==> config.mk <==
export PLATFORM = sky130hd
export DESIGN_NAME = ps2_scancode_ctrl
export DESIGN_NICKNAME = d
export VERILOG_FILES = /design/src/rtl/ps2_scancode_ctrl.sv
export SDC_FILE = /design/constraint.sdc
export NUM_CORES = 1
export LEC_CHECK = 0
export CAP_MARGIN = 20
export CORE_MARGIN = 1
export CORE_UTILIZATION = 40
export DETAILED_ROUTE_END_ITERATION = 7
export PLACE_DENSITY = 0.55
export SLEW_MARGIN = 20
export SYNTH_ARGS = -nofsm -noshare
export SYNTH_HDL_FRONTEND = slang
export SYNTH_SLANG_ARGS = --single-unit
==> constraint.sdc <==
create_clock -name CLK -period 3.4 [get_ports CLK]
set_input_delay 0.68 -clock CLK [delete_from_list [all_inputs] [get_ports CLK]]
set_output_delay 0.68 -clock CLK [all_outputs]
set_load 0.01 [all_outputs]
==> images/io_placement.png <==
Pins as bars across the die edge, other pins in grey.
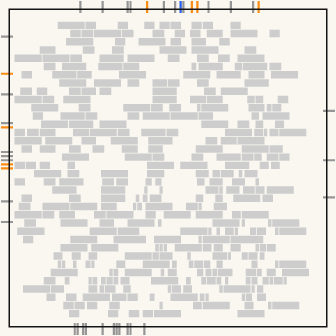
[blue] `EV_EXT` | pins: 1 | direction: output | edge: top
[orange] `RX_DATA` | pins: 8 | direction: input | edge: 4 top, 4 left
all pins by edge: 15 top, 12 left, 11 bottom, 3 right
Port Buf Inserts: 40
die height: 104.4 µm
die extent in x: 104.4 µm

==> images/wires.png <==
Two of the layers only.
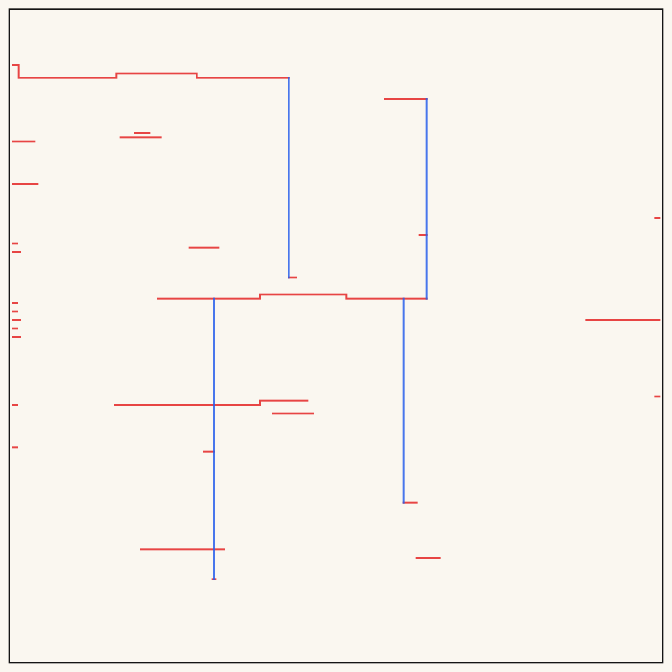
[blue] metal 4 | wire length: 141 µm
[red] metal 3 | wire length: 201 µm
WL/cell: 17.35 µm
WL final: 8.501 mm
vias post-DR: 2589
gr usage total: 0.1741

==> images/layer_met3.png <==
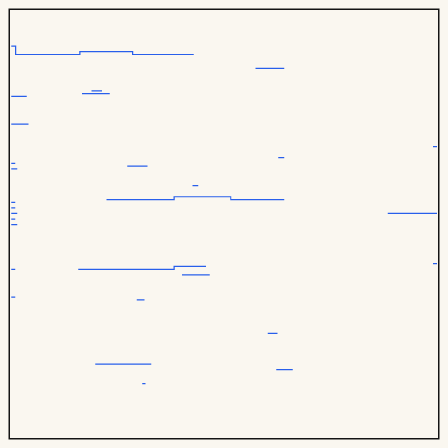
nets with wire on the layer: 22
wire length on this layer: 201 µm
main direction: horizontal
longest straight run: 23.2 µm
share of all routed wire: 2.4%
met3 usage: 0.02820

==> images/congestion.png <==
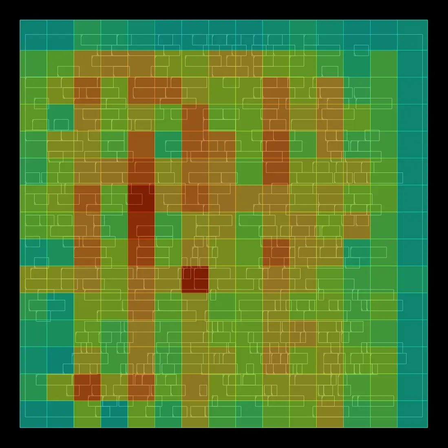
Layout Utilization: 0.4999
met2 usage: 0.2427
busiest layer in global routing: met1

==> images/flops_by_reg.png <==
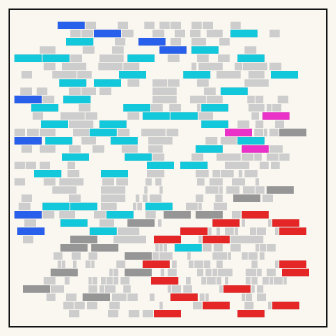
[magenta] `rd_ptr` | placed flops: 3
[cyan] `mem` | placed flops: 40
[red] `tmo_cnt` | placed flops: 17
[blue] `LAST_CODE` | placed flops: 8
not coloured: 14
register area: 2052 µm²
flop share of the area: 0.4124
power in sequential cells: 1.50 mW

==> impl_metrics.toml <==
# physical design summary
[outcome]
status = "completed"

[yosys]
ys_seq_frac = 0.4897
compound_area_frac = 0.01224
synthAdderAreaFrac = 0.02090
synth_chip_area_um2 = 4190
netlist_area_um2 = 4190
synthArstFlopShare = 1.000
synthTopCellsByCount = "dfrtp_1, mux2_2, nor2_1, mux4_2, xnor2_1"
synth.area.top_cells = "dfrtp_1, mux2_2, mux4_2"
ys_seq_elements = 82

[cts]
cts_root_buffer = "clkbuf_8"
max-clock-path-buffers = 2

[hold_path]
hold_class = "reg -> reg"

[timing]
maxSlewHeadroom = 0.3199
fmaxAchievable_ghz = 0.3110
whs_ps = 495.6

[setup_path]
max_stage_delay_ps = 490
rrSetupSlack_ps = 960
cp_max_fo = 7
path_buffers = 2

[cells_and_area]
non_clock_buffer_area_share = 0.09806
clkbuf_count = 11
sh_comb_area = 0.4076
largest_class = "flip-flops and latches"
layout-drive-gt1-share = 0.3193
nMultiInputCombCells = 202

[drt]
drt-met1-wl_mm = 4.380
first_pass_iters = 4
met2WireLength_mm = 3.779
via_per_inst = 5.284
post-route-drc-count = 0

[power_and_ir_drop]
p_comb_frac = 0.464
power_clock_mw = 0.774
power-per-cell-area_nw_per_um2 = 854.6
power_combinational_mw = 1.97

[grt]
grt_pass1_vias = 2686

[floorplanning]
taps = 133

[place]
place_ws_ps = 375.7
hpwl_mm = 5.679
placed_cell_area_um2 = 4765
Power figures rest on the tool's default switching activity, not on a simulated workload.
